===== src/rtl/axis_shutdown_ctrl.sv =====
// -----------------------------------------------------------------------------
// axis_shutdown_ctrl
//
// Initiator side of the shutdown_req/shutdown_ack four-phase handshake. The
// block raises shutdown_req towards a group of stream shutdown gates, waits for
// their acks, and reports when the group is fully quiesced (done) or released
// again. A programmable per-phase timeout flags gates that do not answer; it
// only reports and never forces a state change.
//
// Ports:
//   clk             control clock
//   rst_n           asynchronous active-low reset
//   cmd_shutdown    level request: 1 = shut the group down, 0 = run
//   channel_mask    participating channels, captured on IDLE->ENTERING
//   timeout_cycles  per-phase timeout in clk cycles, 0 disables it
//   shutdown_req    request to each gate (registered)
//   shutdown_ack    ack from each gate, may be asynchronous to clk
//   busy            ENTERING or LEAVING phase in progress
//   done            all participating channels acked, group is shut down
//   timed_out       sticky timeout flag, cleared on the next IDLE->ENTERING
//   timeout_mask    sticky per-channel record of gates that did not answer
//   ack_status      synchronized acks, unmasked
// -----------------------------------------------------------------------------
module axis_shutdown_ctrl #(
    parameter int C_NUM_CHANNELS  = 4,
    parameter int C_TIMEOUT_WIDTH = 16,
    parameter int C_SYNC_STAGES   = 2
) (
    input  logic                       clk,
    input  logic                       rst_n,
    input  logic                       cmd_shutdown,
    input  logic [C_NUM_CHANNELS-1:0]  channel_mask,
    input  logic [C_TIMEOUT_WIDTH-1:0] timeout_cycles,
    output logic [C_NUM_CHANNELS-1:0]  shutdown_req,
    input  logic [C_NUM_CHANNELS-1:0]  shutdown_ack,
    output logic                       busy,
    output logic                       done,
    output logic                       timed_out,
    output logic [C_NUM_CHANNELS-1:0]  timeout_mask,
    output logic [C_NUM_CHANNELS-1:0]  ack_status
);

    typedef enum logic [1:0] {
        IDLE     = 2'd0,
        ENTERING = 2'd1,
        SHUTDOWN = 2'd2,
        LEAVING  = 2'd3
    } state_t;

    localparam logic [C_TIMEOUT_WIDTH-1:0] CNT_ONE = C_TIMEOUT_WIDTH'(1);
    localparam logic [C_TIMEOUT_WIDTH-1:0] CNT_MAX = '1;

    state_t                       state_q, state_d;
    logic [C_NUM_CHANNELS-1:0]    ack_s;
    logic [C_NUM_CHANNELS-1:0]    mask_l, mask_d;
    logic [C_TIMEOUT_WIDTH-1:0]   cnt_q, cnt_d;
    logic [C_NUM_CHANNELS-1:0]    req_d, tmask_d;
    logic                         busy_d, done_d, to_d;
    logic                         all_set, all_clr, timeout_hit;

    // ------------------------------------------------------------------
    // Ack synchronizer: a plain flop chain per bit, bypassed when the
    // gates share clk.
    // ------------------------------------------------------------------
    generate
        if (C_SYNC_STAGES == 0) begin : g_nosync
            assign ack_s = shutdown_ack;
        end else begin : g_sync
            logic [C_NUM_CHANNELS-1:0] sync_q [C_SYNC_STAGES];

            always_ff @(posedge clk or negedge rst_n) begin
                if (!rst_n) begin
                    for (int i = 0; i < C_SYNC_STAGES; i++) sync_q[i] <= '0;
                end else begin
                    sync_q[0] <= shutdown_ack;
                    for (int i = 1; i < C_SYNC_STAGES; i++) sync_q[i] <= sync_q[i-1];
                end
            end

            assign ack_s = sync_q[C_SYNC_STAGES-1];
        end
    endgenerate

    assign ack_status = ack_s;

    // Unmasked channels count as "set" for entry and as "clear" for exit.
    assign all_set = &(ack_s | ~mask_l);
    assign all_clr = ~|(ack_s & mask_l);

    // ------------------------------------------------------------------
    // FSM: state register
    // ------------------------------------------------------------------
    // NOTE: sequential state uses non-blocking assignments so every flop
    // samples the pre-edge values regardless of process ordering.
    always_ff @(posedge clk or negedge rst_n) begin
        if (!rst_n) state_q <= IDLE;
        else        state_q <= state_d;
    end

    // ------------------------------------------------------------------
    // FSM: next-state logic. Completion beats abort in ENTERING; a
    // re-asserted command during LEAVING waits for IDLE.
    // ------------------------------------------------------------------
    // NOTE: every combinational output gets a default first, so no path
    // leaves a signal unassigned and no latch is inferred.
    always_comb begin
        state_d = state_q;
        unique case (state_q)
            IDLE:     if (cmd_shutdown)  state_d = ENTERING;
            ENTERING: if (all_set)       state_d = SHUTDOWN;
                      else if (!cmd_shutdown) state_d = LEAVING;
            SHUTDOWN: if (!cmd_shutdown) state_d = LEAVING;
            LEAVING:  if (all_clr)       state_d = IDLE;
            default:                     state_d = IDLE;
        endcase
    end

    // ------------------------------------------------------------------
    // FSM: output logic. Computes the next value of every registered
    // output from the next state, so outputs line up with the state.
    // ------------------------------------------------------------------
    always_comb begin
        mask_d  = mask_l;
        cnt_d   = cnt_q;
        req_d   = '0;
        busy_d  = 1'b0;
        done_d  = 1'b0;
        to_d    = timed_out;
        tmask_d = timeout_mask;

        timeout_hit = (timeout_cycles != '0)
                   && (cnt_q == timeout_cycles - CNT_ONE)
                   && (((state_q == ENTERING) && !all_set)
                    || ((state_q == LEAVING)  && !all_clr));

        if ((state_q == IDLE) && (state_d == ENTERING)) begin
            // New handshake: capture the group and forget old timeouts.
            mask_d  = channel_mask;
            to_d    = 1'b0;
            tmask_d = '0;
        end else if (timeout_hit) begin
            to_d = 1'b1;
            if (state_q == ENTERING) tmask_d = timeout_mask | (mask_l & ~ack_s);
            else                     tmask_d = timeout_mask | (mask_l & ack_s);
        end

        // Counter restarts on entry to a handshake phase, then saturates.
        if ((state_d != state_q) && ((state_d == ENTERING) || (state_d == LEAVING))) begin
            cnt_d = '0;
        end else if (((state_q == ENTERING) || (state_q == LEAVING)) && (cnt_q != CNT_MAX)) begin
            cnt_d = cnt_q + CNT_ONE;
        end

        unique case (state_d)
            ENTERING: begin req_d = mask_d; busy_d = 1'b1; end
            SHUTDOWN: begin req_d = mask_d; done_d = 1'b1; end
            LEAVING:  busy_d = 1'b1;
            default:  ;
        endcase
    end

    // Registered outputs and datapath; reset drops req immediately.
    always_ff @(posedge clk or negedge rst_n) begin
        if (!rst_n) begin
            mask_l       <= '0;
            cnt_q        <= '0;
            shutdown_req <= '0;
            busy         <= 1'b0;
            done         <= 1'b0;
            timed_out    <= 1'b0;
            timeout_mask <= '0;
        end else begin
            mask_l       <= mask_d;
            cnt_q        <= cnt_d;
            shutdown_req <= req_d;
            busy         <= busy_d;
            done         <= done_d;
            timed_out    <= to_d;
            timeout_mask <= tmask_d;
        end
    end

endmodule


===== config.mk =====
export PLATFORM = sky130hd
export DESIGN_NAME = axis_shutdown_ctrl
export DESIGN_NICKNAME = d
export VERILOG_FILES = /design/src/rtl/axis_shutdown_ctrl.sv
export SDC_FILE = /design/constraint.sdc
export NUM_CORES = 1
export LEC_CHECK = 0
export CAP_MARGIN = 20
export CORE_MARGIN = 5
export CORE_UTILIZATION = 57
export CTS_CLUSTER_SIZE = 10
export DETAILED_ROUTE_END_ITERATION = 6
export GPL_TIMING_DRIVEN = 0
export PLACE_DENSITY = 0.86
export SKIP_CTS_REPAIR_TIMING = 1
export SLEW_MARGIN = 20
export SYNTH_ARGS = -nofsm -noshare
export SYNTH_HDL_FRONTEND = slang
export SYNTH_SLANG_ARGS = --single-unit

===== constraint.sdc =====
create_clock -name clk -period 3.42 [get_ports clk]
set_input_delay 0.342 -clock clk [delete_from_list [all_inputs] [get_ports clk]]
set_output_delay 0.342 -clock clk [all_outputs]
set_load 0.01 [all_outputs]

Fig. 1: cell area per tile
7 x 7 tiles, from black (low) to pale yellow (high), 0 to 100% covered.
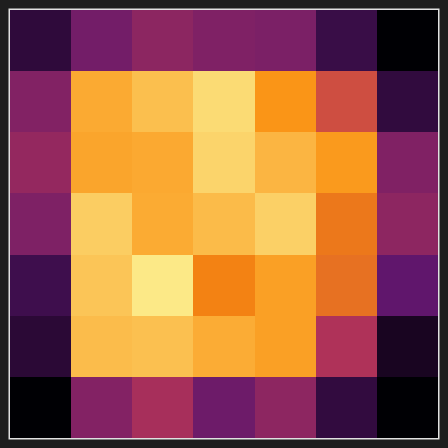
densest ninth of the die: center
nearly empty tiles: 6.1%
tiles over 75% full: 41%
Core Util, Final: 74.4%
area of the core: 4000 sq um
Pre-Place Util: 59.0%

Fig. 2: congestion heat map
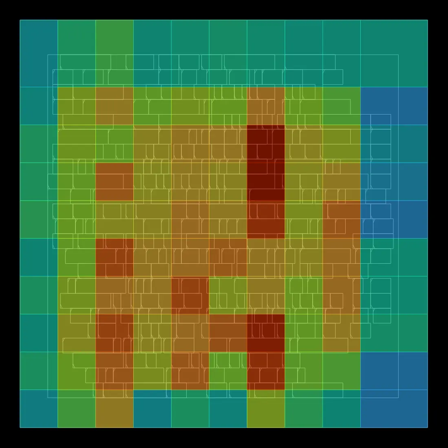
met1 Use GR: 27.8%
wire per inst: 15.5 um
GRT busiest layer: met2

==> run_results.csv <==
group,metric,value,unit
power_and_ir_drop,power_leakage,1.28,nW
placed_design,placed_cell_area,2850,sq um
final_timing,relSlewSlack,61.5,%
placed_design,gp_congestion,0.900,
critical_path,cp-startpoint,"timeout_cycles[0]",
logic_synthesis,ys_top_cells_by_count,"40 x dfrtp_1, 34 x nand2_1, 25 x xor2_1",
placed_design,place_inst,344,
logic_synthesis,top_cell,"dfrtp_1",
logic_synthesis,ys_top_logic_family,"simple AND/OR/NAND/NOR gates",
power_and_ir_drop,p_per_area,521,nW/um^2
power_and_ir_drop,pg_comb,540,uW
logic_synthesis,area_leaders,"dfrtp_1 42%, xor2_1 9.3%, nand2_1 5.4%",
logic_synthesis,top_area_cell,"dfrtp_1",
critical_path,crit_fanout,7,
global_routing,grt_pass1_wl,8.91,mm
finish,largest_register_ffs,16,
outcome,status,"finished, final reports clean",
logic_synthesis,synth-edff-count,0,
worst_hold_path,hp-start,"g_sync.sync_q[6]",
detailed_routing,dr_total_vias,2058,
cts,clkLatencyLatePin,0.30,ns
power_and_ir_drop,p_seq,602,uW
critical_path,startpoint_type,"input port",
critical_path,critPathArrivalTime,2.73,ns
logic_synthesis,synthCells,252,
finish,top_register,"cnt_q",
finish,num-nonclk-inverters,7,
final_timing,setup_viol,0,
cts,cts-buffers-inserted,5,
finish,bufAreaShareNonClock,16.3,%
global_routing,grt-ovfl-total,0,
logic_synthesis,ys_warn_count,0,
logic_synthesis,ys_sh_xor,13.7,%
finish,most-common-layout-cells,"40 x dfrtp_1, 40 x clkdlybuf4s50_1, 34 x nand2_1",
power_and_ir_drop,p_clk_share,26.4,%
logic_synthesis,flop_cell,"dfrtp_1",
worst_hold_path,hold_class,"reg -> reg",
critical_path,end_kind,"register",
logic_synthesis,ys_chip_area,2360,sq um
final_timing,fin_ws,0.894,ns
logic_synthesis,syn_avg_cell_area,9.36,sq um
finish,seq_share,33.6,%
worst_hold_path,holdPathStages,0,
finish,antenna_cells,0,
worst_hold_path,hold_end,"ack_status[2]",
logic_synthesis,synthArstFlopShare,100,%
placed_design,port_buffers,41,
finish,comb_share,43.1,%
logic_synthesis,ys_sh_adder,2.12,%
cts,path_clk_slew,0.08,ns
detailed_routing,drtIter0Drc,115,
final_timing,hold_viol,0,
detailed_routing,drt_pass1_iterations,4,
critical_path,endpoint,"timeout_mask[2]",
global_routing,grt_usage,21.1,%
power_and_ir_drop,p_sw,538,uW
finish,logic_gates,196,
global_routing,grt_max_degree,34,
final_timing,period_minus_slack,2.53,ns
power_and_ir_drop,pwr.group.clock,409,uW
final_timing,fin_crit_sh,73.8,%
finish,logic_area,1280,sq um
finish,area_dominant_class,"logic gates",
critical_path,path_class,"in -> reg",
die,die_h,74.3,um
final_timing,finClkSkew,0.00891,ns
detailed_routing,vias_per_cell,5.83,
[per-layer routing]
| layer | track usage (%) | wire length (um) |
|---|---|---|
| met1 | 27.8 | 2420 |
| met2 | 35.2 | 2670 |
| met3 | 3.51 | 276 |
| met4 | 7.31 | 103 |
| met5 | 0 | 0 |
[worst max-delay path: stages]
cell	delay, ns
clkdlybuf4s50_1	0.47
inv_1	0.09
ha_1	0.19
nor2b_1	0.15
clkbuf_1	0.33
and4b_4	0.34
xor2_1	0.07
o31ai_1	0.32
o21ai_2	0.17
o31ai_1	0.25
[cell families after synthesis]
group | count (synthesis)
compound gates | 30
flops | 40
xor+xnor | 37
buf+inv | 16
fa+ha+maj | 4
simple gates | 120
mux | 5
